Fig. 1: gate-type map
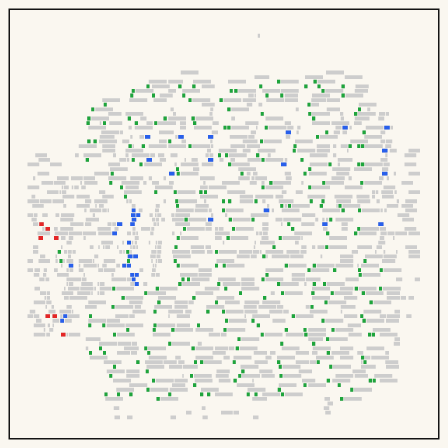
Fig. 2: signal wires on met2
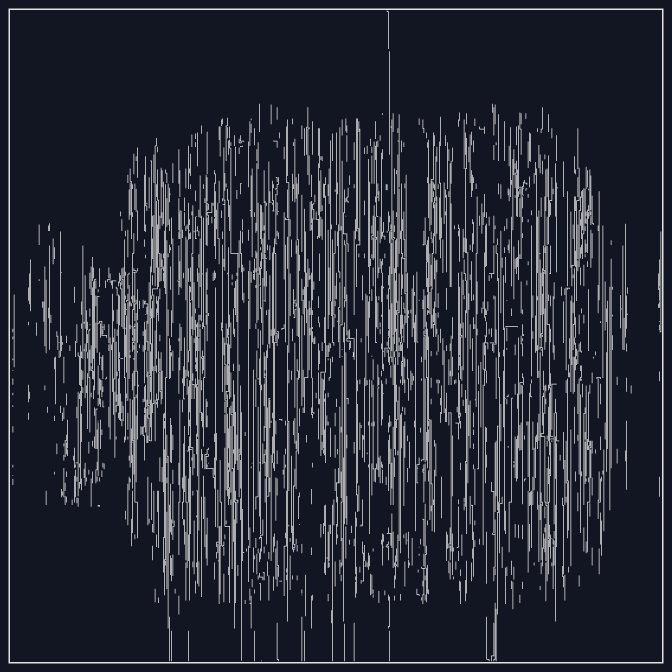
Fig. 3: local utilization
25 x 25 tiles, from white (low) to dark blue (high), 0 to 100% covered.
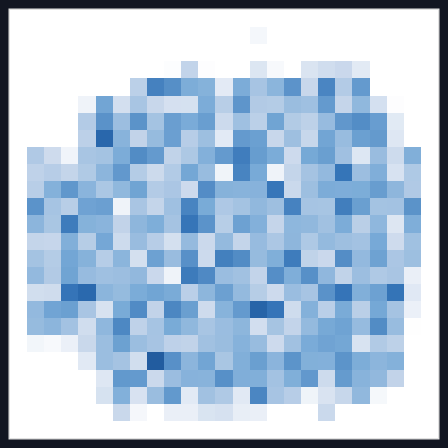
[src/rtl/regfile_scoreboard.sv]
// Register file with two combinational read ports, one write port and a per-register
// pending scoreboard for decode interlocks. Optional macro REGFILE_BYPASS_EN adds write-through forwarding.
module regfile_scoreboard #(
    parameter int DATA_W   = 16,
    parameter int ADDR_W   = 4,
    parameter int ZERO_REG = 1
) (
    input  logic              Clock,
    input  logic              Clear,
    input  logic [ADDR_W-1:0] ReadSelect1,
    input  logic [ADDR_W-1:0] ReadSelect2,
    output logic [DATA_W-1:0] ReadData1,
    output logic [DATA_W-1:0] ReadData2,
    output logic              ReadValid1,
    output logic              ReadValid2,
    input  logic [ADDR_W-1:0] WriteSelect,
    input  logic [DATA_W-1:0] WriteData,
    input  logic              WriteEnable,
    input  logic [ADDR_W-1:0] ReserveSelect,
    input  logic              ReserveEnable,
    output logic              ReserveAccept,
    output logic [ADDR_W:0]   PendingCount
);

    localparam int              DEPTH   = 2 ** ADDR_W;
    localparam logic [ADDR_W:0] CNT_ONE = 1;

    logic [DATA_W-1:0] regs_q [DEPTH];
    logic [DEPTH-1:0]  pend_q, pend_d;
    logic [ADDR_W:0]   cnt_q, cnt_d;
    logic              wr_eff, rsv_set, cnt_inc, cnt_dec;

    function automatic logic is_zero(input logic [ADDR_W-1:0] sel);
        return (ZERO_REG != 0) && (sel == '0);
    endfunction

    // Read ports: register 0 is hardwired when ZERO_REG is set and never pending
    always_comb begin
        ReadData1  = is_zero(ReadSelect1) ? '0 : regs_q[ReadSelect1];
        ReadData2  = is_zero(ReadSelect2) ? '0 : regs_q[ReadSelect2];
        ReadValid1 = ~pend_q[ReadSelect1];
        ReadValid2 = ~pend_q[ReadSelect2];
`ifdef REGFILE_BYPASS_EN
        if (wr_eff && (WriteSelect == ReadSelect1)) begin
            ReadData1  = WriteData;
            ReadValid1 = 1'b1;
        end
        if (wr_eff && (WriteSelect == ReadSelect2)) begin
            ReadData2  = WriteData;
            ReadValid2 = 1'b1;
        end
`endif
    end

    // A reserve may take over a pending register in the very cycle its result lands
    assign ReserveAccept = ~Clear & ReserveEnable &
                           (~pend_q[ReserveSelect] |
                            (WriteEnable & (WriteSelect == ReserveSelect)));

    assign wr_eff  = WriteEnable & ~is_zero(WriteSelect);
    assign rsv_set = ReserveAccept & ~is_zero(ReserveSelect);
    assign cnt_inc = rsv_set & ~pend_q[ReserveSelect];
    assign cnt_dec = wr_eff & pend_q[WriteSelect] &
                     ~(rsv_set & (ReserveSelect == WriteSelect));

    always_comb begin
        pend_d = pend_q;
        if (wr_eff)
            pend_d[WriteSelect] = 1'b0;
        // Reserve is applied last so it wins over a same-register writeback
        if (rsv_set)
            pend_d[ReserveSelect] = 1'b1;
        cnt_d = cnt_q;
        case ({cnt_inc, cnt_dec})
            2'b10:   cnt_d = cnt_q + CNT_ONE;
            2'b01:   cnt_d = cnt_q - CNT_ONE;
            default: cnt_d = cnt_q;
        endcase
    end

    always_ff @(posedge Clock) begin
        if (Clear) begin
            pend_q <= '0;
            cnt_q  <= '0;
        end else begin
            pend_q <= pend_d;
            cnt_q  <= cnt_d;
        end
    end

    always_ff @(posedge Clock) begin
        if (Clear) begin
            for (int i = 0; i < DEPTH; i++)
                regs_q[i] <= '0;
        end else if (wr_eff) begin
            regs_q[WriteSelect] <= WriteData;
        end
    end

    assign PendingCount = cnt_q;

endmodule

[config.mk]
export PLATFORM = sky130hd
export DESIGN_NAME = regfile_scoreboard
export DESIGN_NICKNAME = d
export VERILOG_FILES = /design/src/rtl/regfile_scoreboard.sv
export SDC_FILE = /design/constraint.sdc
export NUM_CORES = 1
export LEC_CHECK = 0
export CAP_MARGIN = 10
export CORE_MARGIN = 10
export CORE_UTILIZATION = 27
export CTS_CLUSTER_SIZE = 16
export DETAILED_ROUTE_END_ITERATION = 10
export GPL_ROUTABILITY_DRIVEN = 1
export HOLD_SLACK_MARGIN = 0.08
export PLACE_DENSITY = 0.42
export SLEW_MARGIN = 15
export SYNTH_ARGS = -nofsm -noshare
export SYNTH_HDL_FRONTEND = slang
export SYNTH_SLANG_ARGS = --single-unit
[constraint.sdc]
create_clock -name Clock -period 4.85 [get_ports Clock]
set_input_delay 0.97 -clock Clock [delete_from_list [all_inputs] [get_ports Clock]]
set_output_delay 0.97 -clock Clock [all_outputs]
set_load 0.1 [all_outputs]
==> run_summary.xml <==
<?xml version="1.0" encoding="UTF-8"?>
<metrics>
  <group name="outcome">
    <metric name="run_status" unit="">completed</metric>
  </group>
  <group name="cells_and_area">
    <metric name="register_area" unit="sq mm">0.00763</metric>
    <metric name="non_clock_buffer_count" unit="">121</metric>
    <metric name="largest_cell_class" unit="">sequential cells</metric>
    <metric name="area_growth_syn_to_layout" unit="%">20.3</metric>
    <metric name="signal_buffer_area_fraction" unit="%">8.52</metric>
    <metric name="clock_cell_area_share" unit="%">5.64</metric>
    <metric name="seq_share" unit="%">43.2</metric>
  </group>
  <group name="critical_path">
    <metric name="setup.worst_path.end" unit="">ReadData1[6]</metric>
    <metric name="start_kind" unit="">primary input</metric>
    <metric name="crit_path_start" unit="">ReadSelect1[0]</metric>
    <metric name="cp_top_family" unit="">buffers and inverters</metric>
    <metric name="crit_chain" unit="">buf_4 -&gt; nor2b_1 -&gt; buf_4 -&gt; a221oi_1 -&gt; o31ai_2 -&gt; buf_12</metric>
    <metric name="worstSetupEndpointType" unit="">output pin</metric>
    <metric name="critPathSlowestCell" unit="">sky130_fd_sc_hd__nor2b_1</metric>
  </group>
  <group name="detailed_routing">
    <metric name="drt_pre_antenna_iters" unit="">5</metric>
  </group>
  <group name="placement">
    <metric name="detailed_place_hpwl" unit="microns">31000</metric>
    <metric name="numPlacedInstances" unit="">1768</metric>
    <metric name="port_buffers" unit="">75</metric>
    <metric name="place_area" unit="sq mm">0.0167</metric>
  </group>
  <group name="yosys">
    <metric name="post_synth_inst_count" unit="">1049</metric>
    <metric name="syn_avg_cell_area" unit="sq um">14.0</metric>
    <metric name="synth_largest_type_area_fraction" unit="%">49.1</metric>
    <metric name="netlist_top_cells_count" unit="">sky130_fd_sc_hd__and2_1, sky130_fd_sc_hd__edfxtp_1, sky130_fd_sc_hd__mux4_2, sky130_fd_sc_hd__clkbuf_1, sky130_fd_sc_hd__mux2_2</metric>
    <metric name="ys_seq_elements" unit="">261</metric>
  </group>
  <group name="power_and_ir_drop">
    <metric name="pwr_dens" unit="mW/mm^2">348</metric>
    <metric name="peak_supply_drop" unit="mV">0.310</metric>
    <metric name="net-switching-power" unit="W">0.00175</metric>
    <metric name="clock_power_share" unit="%">37.4</metric>
    <metric name="power_leakage" unit="nW">6.11</metric>
  </group>
  <group name="clocking">
    <metric name="cts_tree" unit="">yes</metric>
    <metric name="hold_buffers" unit="">0</metric>
    <metric name="cts_h_tree_lvls" unit="">1</metric>
  </group>
  <group name="flow_run">
    <metric name="maxCapViolations" unit="">0</metric>
  </group>
  <group name="die">
    <metric name="die_height" unit="microns">253</metric>
    <metric name="n_tap_cell" unit="">696</metric>
  </group>
  <group name="min_path">
    <metric name="hold_path.class" unit="">flop to flop</metric>
  </group>
  <group name="global_routing">
    <metric name="grt_pass1_wl" unit="microns">71600</metric>
    <metric name="first_global_vias" unit="">9855</metric>
    <metric name="grt_overflow" unit="">0</metric>
  </group>
  <group name="final_timing">
    <metric name="timing_worst_slew_pin_value" unit="ns">1.05</metric>
    <metric name="final.hold.worst_slack" unit="ns">0.526</metric>
  </group>
</metrics>
Back to the opening pictures, Fig. 1:
- green: AND and OR gates (cells 244; most used and2_1)
- blue: AND-OR and OR-AND gates (cells 35; most used a221o_1)
- red: XOR/XNOR gates (cells 7; most used xor2_1; where west)

Back to the opening pictures, Fig. 2:
- wire length on this layer: 23.6 mm
- main direction: vertical
- share of all routed wire: 48%

Back to the opening pictures, Fig. 3:
- emptiest ninth of the die: north-west
- densest ninth of the die: centre
- nearly empty tiles: 34%
CORE AREA: 0.0538 sq mm
Core Density at Floorplan: 27.3%

[per-layer routing]
metal / part of all wire (%) / up-vias / GRT usage, %
li1: - / 4117 / -
met1: 45 / 4796 / 20.3
met2: 48 / 254 / 25.6
met3: 5.1 / 59 / 2.51
met4: 2.3 / 0 / 4.34
met5: 0 / - / 0
[cells by family (layout without fill, tap and decap cells)]
| kind of cell | Yosys count | count (layout) | synth area share (%) |
|---|---|---|---|
| buffers and inverters | 113 | 192 | 3.65 |
| AND/OR/NAND/NOR | 350 | 350 | 14.2 |
| multiplexers | 187 | 187 | 22.9 |
| AND-OR/OR-AND | 126 | 126 | 6.38 |
| flip-flops | 261 | 261 | 51.9 |
| XOR/XNOR | 7 | 7 | 0.417 |
| other | 0 | 1 | 0 |
| adder cells (fa/ha/maj) | 5 | 5 | 0.477 |
Power and IR drop assume default switching activity.
